Figure 1. Gate-type map.
Scale: 3 px per um.
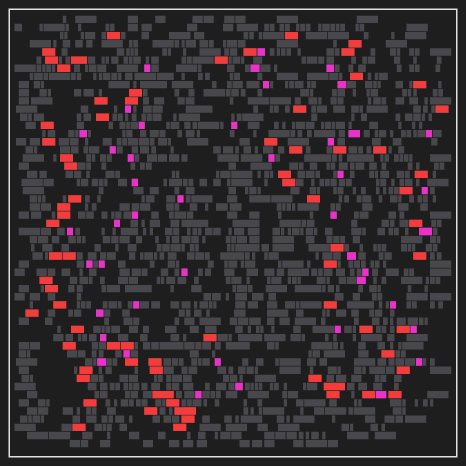
Figure 2. Port wiring.
Scale: 2 px per um.
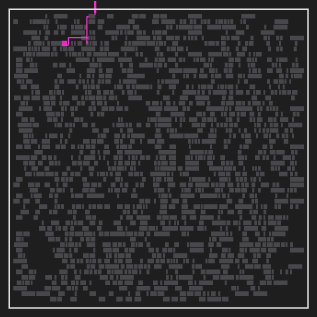
Figure 3. I/O pins on the die edge.
Scale: 3 px per um. Pins as bars across the die edge, other pins in grey.
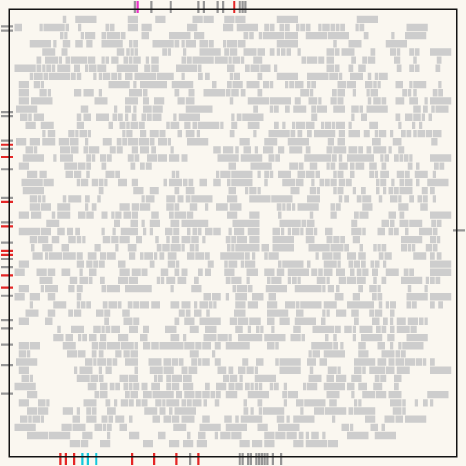
**src/rtl/alu_pipe.sv**
```systemverilog
// Pipelined ALU with a single-cycle datapath and an iterative shift-add multiplier.
// Results sit in a registered output stage with a valid/ready handshake.
module alu_pipe #(
    parameter int WIDTH = 16
) (
    input  logic             Clk,
    input  logic             Reset,
    input  logic             in_valid,
    output logic             in_ready,
    input  logic [2:0]       ALUK,
    input  logic [WIDTH-1:0] A,
    input  logic [WIDTH-1:0] B,
    output logic             out_valid,
    input  logic             out_ready,
    output logic [WIDTH-1:0] ALU_Out,
    output logic             N,
    output logic             Z,
    output logic             P,
    output logic             C
);
    localparam int SHW = $clog2(WIDTH);

    localparam logic [2:0] OP_ADD  = 3'b000;
    localparam logic [2:0] OP_AND  = 3'b001;
    localparam logic [2:0] OP_NOT  = 3'b010;
    localparam logic [2:0] OP_PASS = 3'b011;
    localparam logic [2:0] OP_SUB  = 3'b100;
    localparam logic [2:0] OP_XOR  = 3'b101;
    localparam logic [2:0] OP_SHL  = 3'b110;
    localparam logic [2:0] OP_MUL  = 3'b111;

    localparam logic [SHW-1:0] LAST = SHW'(WIDTH - 1);

    typedef enum logic [1:0] {
        IDLE,
        MUL,
        HOLD
    } state_t;

    state_t               state;
    logic                 accept;
    logic                 load;
    logic [WIDTH:0]       sum;
    logic [WIDTH-1:0]     res;
    logic                 res_c;
    logic [WIDTH-1:0]     wb_res;
    logic                 wb_c;
    logic [2*WIDTH-1:0]   acc;
    logic [2*WIDTH-1:0]   mcand;
    logic [2*WIDTH-1:0]   acc_nxt;
    logic [WIDTH-1:0]     mplr;
    logic [SHW-1:0]       cnt;

    assign in_ready = (state == IDLE) && !(out_valid && !out_ready) && !Reset;
    assign accept   = in_valid && in_ready;

    assign sum     = {1'b0, A} + {1'b0, B};
    assign acc_nxt = mplr[0] ? acc + mcand : acc;

    always_comb begin
        res   = '0;
        res_c = 1'b0;
        case (ALUK)
            OP_ADD: begin
                res   = sum[WIDTH-1:0];
                res_c = sum[WIDTH];
            end
            OP_AND:  res = A & B;
            OP_NOT:  res = ~A;
            OP_PASS: res = A;
            OP_SUB: begin
                res   = A - B;
                res_c = (A >= B);
            end
            OP_XOR:  res = A ^ B;
            OP_SHL:  res = A << B[SHW-1:0];
            default: ;
        endcase
    end

    // The multiplier finishes into the same output register as the fast path
    always_comb begin
        wb_res = res;
        wb_c   = res_c;
        load   = 1'b0;
        if (state == MUL) begin
            wb_res = acc_nxt[WIDTH-1:0];
            wb_c   = |acc_nxt[2*WIDTH-1:WIDTH];
            load   = (cnt == LAST);
        end else if (state == IDLE) begin
            load   = accept && (ALUK != OP_MUL);
        end
    end

    always_ff @(posedge Clk) begin
        if (Reset) begin
            state     <= IDLE;
            out_valid <= 1'b0;
            ALU_Out   <= '0;
            N         <= 1'b0;
            Z         <= 1'b0;
            P         <= 1'b0;
            C         <= 1'b0;
            acc       <= '0;
            mcand     <= '0;
            mplr      <= '0;
            cnt       <= '0;
        end else begin
            case (state)
                IDLE: begin
                    if (accept && ALUK == OP_MUL) begin
                        state     <= MUL;
                        out_valid <= 1'b0;
                        acc       <= '0;
                        mcand     <= {{WIDTH{1'b0}}, A};
                        mplr      <= B;
                        cnt       <= '0;
                    end else if (accept) begin
                        out_valid <= 1'b1;
                    end else if (out_ready) begin
                        out_valid <= 1'b0;
                    end
                end
                MUL: begin
                    acc   <= acc_nxt;
                    mcand <= mcand << 1;
                    mplr  <= mplr >> 1;
                    cnt   <= cnt + SHW'(1);
                    if (cnt == LAST) begin
                        state     <= HOLD;
                        out_valid <= 1'b1;
                    end
                end
                HOLD: begin
                    if (out_ready) begin
                        state     <= IDLE;
                        out_valid <= 1'b0;
                    end
                end
                default: state <= IDLE;
            endcase
            if (load) begin
                ALU_Out <= wb_res;
                N       <= wb_res[WIDTH-1];
                Z       <= (wb_res == '0);
                P       <= !wb_res[WIDTH-1] && (wb_res != '0);
                C       <= wb_c;
            end
        end
    end
endmodule

```
**config.mk**
```make
export PLATFORM = sky130hd
export DESIGN_NAME = alu_pipe
export DESIGN_NICKNAME = d
export VERILOG_FILES = /design/src/rtl/alu_pipe.sv
export SDC_FILE = /design/constraint.sdc
export NUM_CORES = 1
export LEC_CHECK = 0
export CAP_MARGIN = 20
export CORE_MARGIN = 1
export CORE_UTILIZATION = 46
export DETAILED_ROUTE_END_ITERATION = 10
export HOLD_SLACK_MARGIN = 0.06
export REMOVE_ABC_BUFFERS = 1
export SETUP_SLACK_MARGIN = 0.3
export SYNTH_ARGS = -nofsm -noshare
export SYNTH_HDL_FRONTEND = slang
export SYNTH_SLANG_ARGS = --single-unit
```
**constraint.sdc**
```tcl
create_clock -name Clk -period 4.7 [get_ports Clk]
set_input_delay 0.94 -clock Clk [delete_from_list [all_inputs] [get_ports Clk]]
set_output_delay 0.94 -clock Clk [all_outputs]
set_load 0.01 [all_outputs]
```
==> results.yml <==
# implementation run metrics
status:
  outcome: "complete, no violations"
power_and_ir_drop:
  ir_drop_mv: 0.159
  total_power_mw: 2.34
clock_network:
  cts_resized: 0
  cts_tree: "built"
  cts.sinks: 106
  cts_made_buffers: 9
  htreeDepth: 3
  clk_path_buf_depth: 2
timing:
  drv_slew: 0
  fmax_mhz: 239
  tightestPinTransition_ps: 1030
  fin_skew_ps: 9.84
  rsz0062_at_grt: "false"
  layout_setup_ws_ps: 522
  hold_viol: 0
critical_path:
  crit_type: "input port to flip-flop"
  worst-r2r-setup-slack_ps: 890
  critPathArrivalTime_ps: 4380
  worstPathRequired_ps: 4900
synthesis:
  yosys_area_um2: 9890
  postSynthSeqShare_pct: 21.5
  postSynthAreaPerCell_um2: 7.52
  synth.distinct_cells: 86
  synth-edff-count: 0
  yosys_warnings: 0
  ys.flops: 106
  async_flop_share_pct: 0
job:
  drv_cap: 0
global_route:
  grt_max_degree: 90
  grt_pass1_wl_um: 52300
  grt_pass1_vias: 9367
  overflow: 0
route:
  drc_errors: 0
  initialDrtViolationCount: 689
  routed_via_density: 6.19
  ant_nets: 0
  vias: 10100
final_layout:
  drive_gt1_share_pct: 8.07
  diodes: 0
floorplan:
  dieArea_um2: 22100
  initial_core_util_pct: 47.0
  coreArea_um2: 21000
  rows: 53
placed_design:
  globalplace.congestion: 0.953
-- Figure 1 (at the start) --
[red] adder and majority cells | cells: 73 | most used: ha_1 | where: spread over the die
[magenta] AND and OR gates | cells: 44 | most used: or3_1 | where: spread over the die
fraction of area in multi-input gates: 64.1%
most frequent logic cell in the layout: nor2_1
Finished Layout Cells: 1626

-- Figure 2 (at the start) --
[magenta] in_ready | bits: 1 | direction: output | end cells: 1 | buffers: 1 | wire: 33.6 um

-- Figure 3 (at the start) --
[red] A | pins: 16 | direction: input | edge: 8 west, 7 south, 1 north
[magenta] in_ready | pins: 1 | direction: output | edge: north
[cyan] ALUK | pins: 3 | direction: input | edge: south
all pins by edge: 26 west, 22 south, 12 north, 1 east
Buffers on Ports: 60
Die X: 149 um
Die Height: 149 um

## cells in the mapped netlist, types with 14 or more instances
cell | instances | share of area (%)
a211oi_1 | 48 | 3.6
a21o_1 | 18 | 1.4
a21oi_1 | 126 | 6.4
a31oi_1 | 17 | 1.1
clkbuf_1 | 62 | 2.4
dfxtp_1 | 106 | 21
ha_1 | 70 | 8.9
inv_1 | 55 | 2.1
mux2i_1 | 74 | 7.5
nand2_1 | 115 | 4.4
nand3_1 | 55 | 2.8
nand4_1 | 18 | 1.1
nor2_1 | 140 | 5.3
nor2b_1 | 17 | 1.1
nor3_1 | 35 | 1.8
o211ai_1 | 15 | 1.1
o21a_1 | 14 | 1.1
o21ai_0 | 46 | 2.3
o22ai_1 | 17 | 1.1
or3_1 | 14 | 0.89
xnor2_1 | 17 | 1.5
## through the flow
step / instances / hold WS, ps / TNS [ps] / instance area, um^2
final: 1626 / 466 / 0 / 11100
after CTS: 1626 / 466 / 0 / 11100
after floorplan: 1223 / 439 / -13340 / 9420
after global routing: 1626 / 501 / 0 / 11100
after global placement: 1611 / 450 / 0 / 10800
after detailed placement: 1611 / 454 / 0 / 10800
## power by group
group	internal, mW	switching (mW)	total, mW
Combinational	0.262	0.362	0.623
Sequential	0.917	0.0134	0.930
Clock	0.372	0.410	0.782
Total	1.55	0.785	2.34
## flip-flops by register name (all words and copies together) (netlist names), 2 cells and up
register and count:
ALU_Out 16, acc 32, cnt 4, mcand 32, mplr 16, state 2
## per-layer routing
layer	GRT usage (%)	part of all wire, %	vias to the layer above
li1	-	-	4942
met1	41.0	46	4716
met2	49.6	46	353
met3	3.68	5.9	55
met4	9.07	2.5	0
met5	0	0	-
## cell families after synthesis
kind of cell               share of synthesized area, %
and+or+nand+nor                                    22.1
buffers and inverters                              6.95
AOI/OAI and AO/OA                                  28.0
xor gates and xnor gates                           2.13
adders and majority gates                          9.46
muxes                                              9.88
DFF                                                21.5
## area by class of cell
cell class              instances  area (um^2)
clock inverters                 6         62.6
fillers                      2083         9950
flip-flops and latches        106         2120
repair buffers                113         1010
inverters                      57          214
clock buffers                   9          225
multi-input cells            1060         7090
well taps                     275          344
## worst paths after layout
check | from | end | depth (start not counted)
setup reg to reg | acc[0]$_SDFFE_PP0P_ | C$_SDFFE_PP0P_ | 12
setup / recovery | B[1] | P$_SDFFE_PP0P_ | 13
hold / removal | ALU_Out[1]$_SDFFE_PP0P_ | ALU_Out[1]$_SDFFE_PP0P_ | 2
hold reg to reg | ALU_Out[1]$_SDFFE_PP0P_ | ALU_Out[1]$_SDFFE_PP0P_ | 2
## critical path, cell delays in order
cell	delay (ps)
clkdlybuf4s50_1	540
buf_4	350
fa_1	270
nor2b_1	70
o21bai_1	340
a21oi_1	200
o21ai_0	320
mux2i_1	240
o211ai_1	100
a221oi_1	400
nand3_1	150
nor4_2	330
a221oi_1	120
No activity file was given, so power comes from the tool's default toggle rates.
